$ cat src/rtl/gpio_pkg.sv
// Shared register map and reset constants for the bus-mapped GPIO port.
package gpio_pkg;

  localparam int GPIO_ADDR_W = 3;

  localparam logic [GPIO_ADDR_W-1:0] GPIO_REG_OUT      = 3'd0;
  localparam logic [GPIO_ADDR_W-1:0] GPIO_REG_DIR      = 3'd1;
  localparam logic [GPIO_ADDR_W-1:0] GPIO_REG_IN       = 3'd2;
  localparam logic [GPIO_ADDR_W-1:0] GPIO_REG_ALT      = 3'd3;
  localparam logic [GPIO_ADDR_W-1:0] GPIO_REG_IRQ_EN   = 3'd4;
  localparam logic [GPIO_ADDR_W-1:0] GPIO_REG_IRQ_RISE = 3'd5;
  localparam logic [GPIO_ADDR_W-1:0] GPIO_REG_STAT     = 3'd6;

  // Every register bit resets to this value; replicated to the port width.
  localparam logic GPIO_RST_BIT = 1'b0;

endpackage

$ cat src/rtl/gpio_sync_edge.sv
// Multi-stage pad synchroniser followed by a history flop for rise/fall detection.
module gpio_sync_edge #(
  parameter int WIDTH       = 16,
  parameter int SYNC_STAGES = 2
) (
  input  logic             clk,
  input  logic             rst,
  input  logic [WIDTH-1:0] din,
  output logic [WIDTH-1:0] sync,
  output logic [WIDTH-1:0] rise,
  output logic [WIDTH-1:0] fall
);
  import gpio_pkg::*;

  logic [WIDTH-1:0] chain [SYNC_STAGES];
  logic [WIDTH-1:0] prev;

  always_ff @(posedge clk or posedge rst) begin
    if (rst) begin
      for (int k = 0; k < SYNC_STAGES; k++) chain[k] <= {WIDTH{GPIO_RST_BIT}};
      prev <= {WIDTH{GPIO_RST_BIT}};
    end else begin
      chain[0] <= din;
      for (int k = 1; k < SYNC_STAGES; k++) chain[k] <= chain[k-1];
      prev <= chain[SYNC_STAGES-1];
    end
  end

  assign sync = chain[SYNC_STAGES-1];
  assign rise = sync & ~prev;
  assign fall = ~sync & prev;

endmodule

$ cat src/rtl/gpio_port_ctrl.sv
// Bus-mapped GPIO port: config registers, pad mux, registered read path and
// sticky edge interrupts with write-1-to-clear status.
module gpio_port_ctrl
  import gpio_pkg::*;
#(
  parameter int WIDTH       = 16,
  parameter int SYNC_STAGES = 2,
  parameter int ADDR_W      = GPIO_ADDR_W
) (
  input  logic              clk,
  input  logic              rst,
  input  logic              bus_sel,
  input  logic              bus_wr,
  input  logic              bus_rd,
  input  logic [ADDR_W-1:0] bus_addr,
  input  logic [WIDTH-1:0]  bus_wdata,
  output logic [WIDTH-1:0]  bus_rdata,
  output logic              bus_rvalid,
  input  logic [WIDTH-1:0]  pad_in,
  output logic [WIDTH-1:0]  pad_out,
  output logic [WIDTH-1:0]  pad_oe,
  input  logic [WIDTH-1:0]  periph_out,
  input  logic [WIDTH-1:0]  periph_oe,
  output logic [WIDTH-1:0]  periph_in,
  output logic              irq
);

  localparam logic [WIDTH-1:0] RST_VAL = {WIDTH{GPIO_RST_BIT}};

  logic [WIDTH-1:0] reg_out, reg_dir, reg_alt, reg_irq_en, reg_irq_rise, reg_stat;
  logic [WIDTH-1:0] pin_sync, pin_rise, pin_fall, edge_hit, stat_clr, rd_mux;
  logic             wr_en, rd_en;

  gpio_sync_edge #(.WIDTH(WIDTH), .SYNC_STAGES(SYNC_STAGES)) u_sync_edge (
    .clk  (clk),
    .rst  (rst),
    .din  (pad_in),
    .sync (pin_sync),
    .rise (pin_rise),
    .fall (pin_fall)
  );

  assign wr_en    = bus_sel & bus_wr;
  assign rd_en    = bus_sel & bus_rd;
  assign edge_hit = (reg_irq_rise & pin_rise) | (~reg_irq_rise & pin_fall);
  assign stat_clr = (wr_en && bus_addr == ADDR_W'(GPIO_REG_STAT)) ? bus_wdata : RST_VAL;

  always_comb begin
    rd_mux = RST_VAL;
    case (bus_addr)
      ADDR_W'(GPIO_REG_OUT):      rd_mux = reg_out;
      ADDR_W'(GPIO_REG_DIR):      rd_mux = reg_dir;
      ADDR_W'(GPIO_REG_IN):       rd_mux = pin_sync;
      ADDR_W'(GPIO_REG_ALT):      rd_mux = reg_alt;
      ADDR_W'(GPIO_REG_IRQ_EN):   rd_mux = reg_irq_en;
      ADDR_W'(GPIO_REG_IRQ_RISE): rd_mux = reg_irq_rise;
      ADDR_W'(GPIO_REG_STAT):     rd_mux = reg_stat;
      default:                    rd_mux = RST_VAL;
    endcase
  end

  always_ff @(posedge clk or posedge rst) begin
    if (rst) begin
      reg_out      <= RST_VAL;
      reg_dir      <= RST_VAL;
      reg_alt      <= RST_VAL;
      reg_irq_en   <= RST_VAL;
      reg_irq_rise <= RST_VAL;
      reg_stat     <= RST_VAL;
      bus_rdata    <= RST_VAL;
      bus_rvalid   <= 1'b0;
    end else begin
      if (wr_en) begin
        case (bus_addr)
          ADDR_W'(GPIO_REG_OUT):      reg_out      <= bus_wdata;
          ADDR_W'(GPIO_REG_DIR):      reg_dir      <= bus_wdata;
          ADDR_W'(GPIO_REG_ALT):      reg_alt      <= bus_wdata;
          ADDR_W'(GPIO_REG_IRQ_EN):   reg_irq_en   <= bus_wdata;
          ADDR_W'(GPIO_REG_IRQ_RISE): reg_irq_rise <= bus_wdata;
          default: ;
        endcase
      end
      // Set has priority over a same-cycle clear; disabled pins never latch.
      reg_stat   <= (reg_stat & ~stat_clr) | (edge_hit & reg_irq_en);
      bus_rvalid <= rd_en;
      if (rd_en) bus_rdata <= rd_mux;
    end
  end

  assign pad_out   = (reg_alt & periph_out) | (~reg_alt & reg_out);
  assign pad_oe    = (reg_alt & periph_oe)  | (~reg_alt & reg_dir);
  assign periph_in = pin_sync;
  assign irq       = |(reg_stat & reg_irq_en);

endmodule

$ cat config.mk
export PLATFORM = sky130hd
export DESIGN_NAME = gpio_port_ctrl
export DESIGN_NICKNAME = d
export VERILOG_FILES = /design/src/rtl/gpio_pkg.sv /design/src/rtl/gpio_sync_edge.sv /design/src/rtl/gpio_port_ctrl.sv
export SDC_FILE = /design/constraint.sdc
export NUM_CORES = 1
export LEC_CHECK = 0
export ABC_AREA = 1
export CAP_MARGIN = 20
export CORE_UTILIZATION = 30
export CTS_BUF_LIST = sky130_fd_sc_hd__clkbuf_16
export CTS_CLUSTER_DIAMETER = 80
export DETAILED_ROUTE_END_ITERATION = 10
export HOLD_SLACK_MARGIN = 0.12
export RECOVER_POWER = 100
export SLEW_MARGIN = 30
export SYNTH_ARGS = -nofsm -noshare
export SYNTH_HDL_FRONTEND = slang
export SYNTH_SLANG_ARGS = --single-unit
export TNS_END_PERCENT = 30
$ cat constraint.sdc
create_clock -name clk -period 5.2 [get_ports clk]
set_clock_uncertainty 0.1 [all_clocks]
set_input_delay 1.04 -clock clk [delete_from_list [all_inputs] [get_ports clk]]
set_output_delay 1.04 -clock clk [all_outputs]
set_load 0.03 [all_outputs]
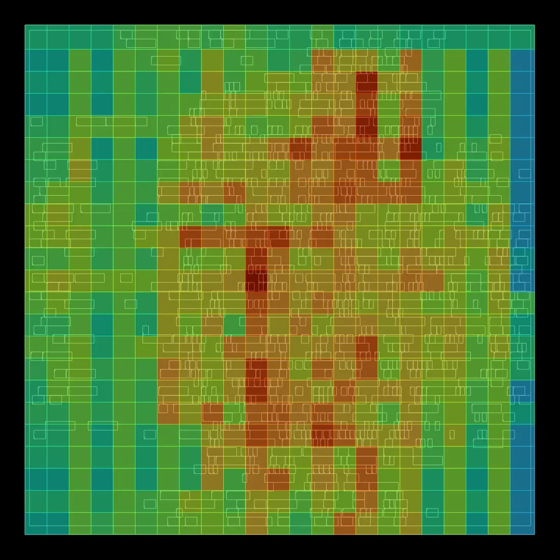
*Congestion heat map*
drt wl/cell: 15.5 µm
Total Routing Usage GR: 16.7%
met1 Use GR: 25.6%

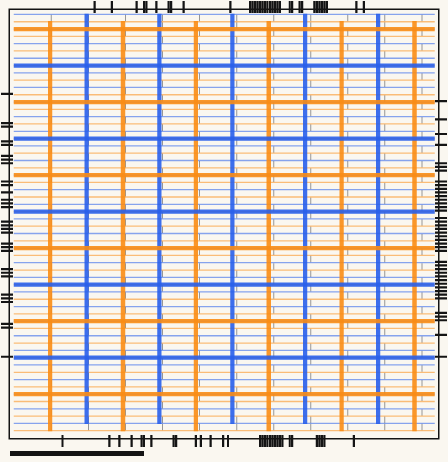
*PDN straps and rails*
Bar = 50 µm. Pins as bars on the die edge. Tap cells in gray.
| net | color |
|---|---|
| VSS | orange |
| VDD | blue |
tap cells: 324
rows: 57
signal pins: 138

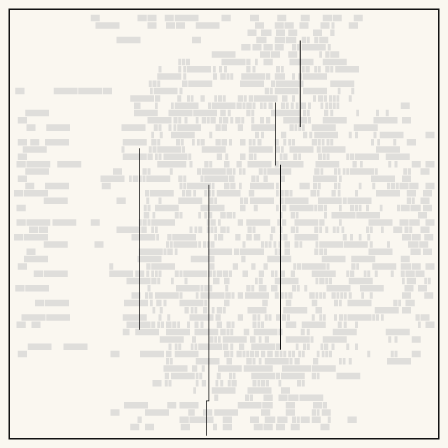
*Metal 4*
share of all routed wire: 1.4%
main direction: vertical
longest straight run: 80.4 µm
nets with wire on the layer: 3

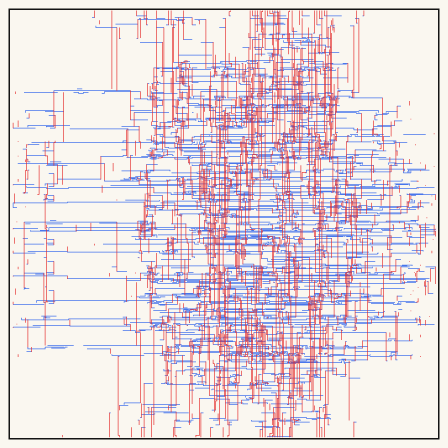
*Wiring by layer*
Only two layers are drawn.
| layer | color | wire length |
|---|---|---|
| M1 | blue | 10400 µm |
| M2 | red | 8240 µm |

==> flow_metrics.tcl <==
# place-and-route summary
set metrics [dict create \
    die_height_um 159 \
    post_dp_cell_area_um2 8890 \
    fp.dieW_um 159 \
    yosys-top-cells-count "nand2_1 (291), dfrtp_1 (161), o21ai_0 (106)" \
    grt_max_degree 110 \
    grt_pass1_wl_um 33000 \
    gr-total-overflow 0 \
    seq-power_w 0.00166 \
    p_sw_w 0.00121 \
    min_path_cells 0 \
    postSynth.asyncResetShare_pct 100 \
    n_all_inverters 54 \
    met2_length_um 8240 \
    cts_resized 0 \
    p_per_area_nw_per_um2 404 \
    period_minus_slack_ps 3920 \
    maxCapViolations 0 \
    n_clock_buffer 17 \
    dp_cells 1274 \
    hold_end "u_sync_edge.sync[12]" \
    largest_class "sequential cells" \
    arrival_ps 4130 \
    lay_top_count "nand2_1" \
    outcome "finished, final reports clean" \
    synth-edff-count 0 \
    p_sw_share_pct 31.9 \
    setup_tns_ps 0 \
    nonClkBufAreaFrac_pct 15.0 \
    seq_share_pct 42.7 \
    wl_um 20300 \
    synth_top_cell_by_area "dfrtp_1" \
    flop_cell "dfrtp_1" \
    clock-sinks 161 \
    mux_share_pct 2.58 \
    postCtsSetupBuffers 0 \
    netlist_area_um2 7430 \
    p_comb_share_pct 22.5 \
    reg2reg_from "u_sync_edge.sync[2]" \
    final_cell_count_no_fill 1306 \
    ys_sh_simple_pct 26.7 \
    comb_area_share_pct 29.4 \
    cp-start-kind "input pin" \
    drtPass1Iterations 5 \
    peakVddDrop_uv 220 \
    num_io_pins 138 \
    fin_area_um2 9430 \
    cts_hold_buf 0 \
    slew_headroom_pct 15.6 \
    aoi_share_pct 8.82 \
    maxPowerGroup "registers" \
    netlist_instances 871 \
    place_congestion 0.790 \
    finalSetupViolations 0 \
    ys_sh_adder_pct 0 \
    n_antenna_cell 0 \
    worstHoldStart "u_sync_edge.chain[28]" \
    worst_pin_slew_ps 1260 \
    chip_area_um2 25400 \
    synth_cell_type_count 24 \
    fp_util_pct 30.6 \
    synth_top_area_share_pct 54.2 \
    globalRoute.busiestLayer "met1" \
    leakagePower_nw 4.39 \
    fillers 2461 \
    tap_cells 324 \
    endpoint "reg_alt[9]" \
    grt.met2_usage_pct 22.4 \
    p_seq_share_pct 43.6 \
    cts_buffers 17 \
    std_cell_rows 57 \
    clock_area_share_pct 6.37 \
    fin_ws_ps 1280 \
    cp.depth 4 \
    htreeDepth 4 \
    drt-initial-drc-count 550 \
    comb_cells 593 \
    power_frac_clock_pct 33.9 \
    coreArea_um2 24300 \
    cts.path.max_buffers 2 \
]
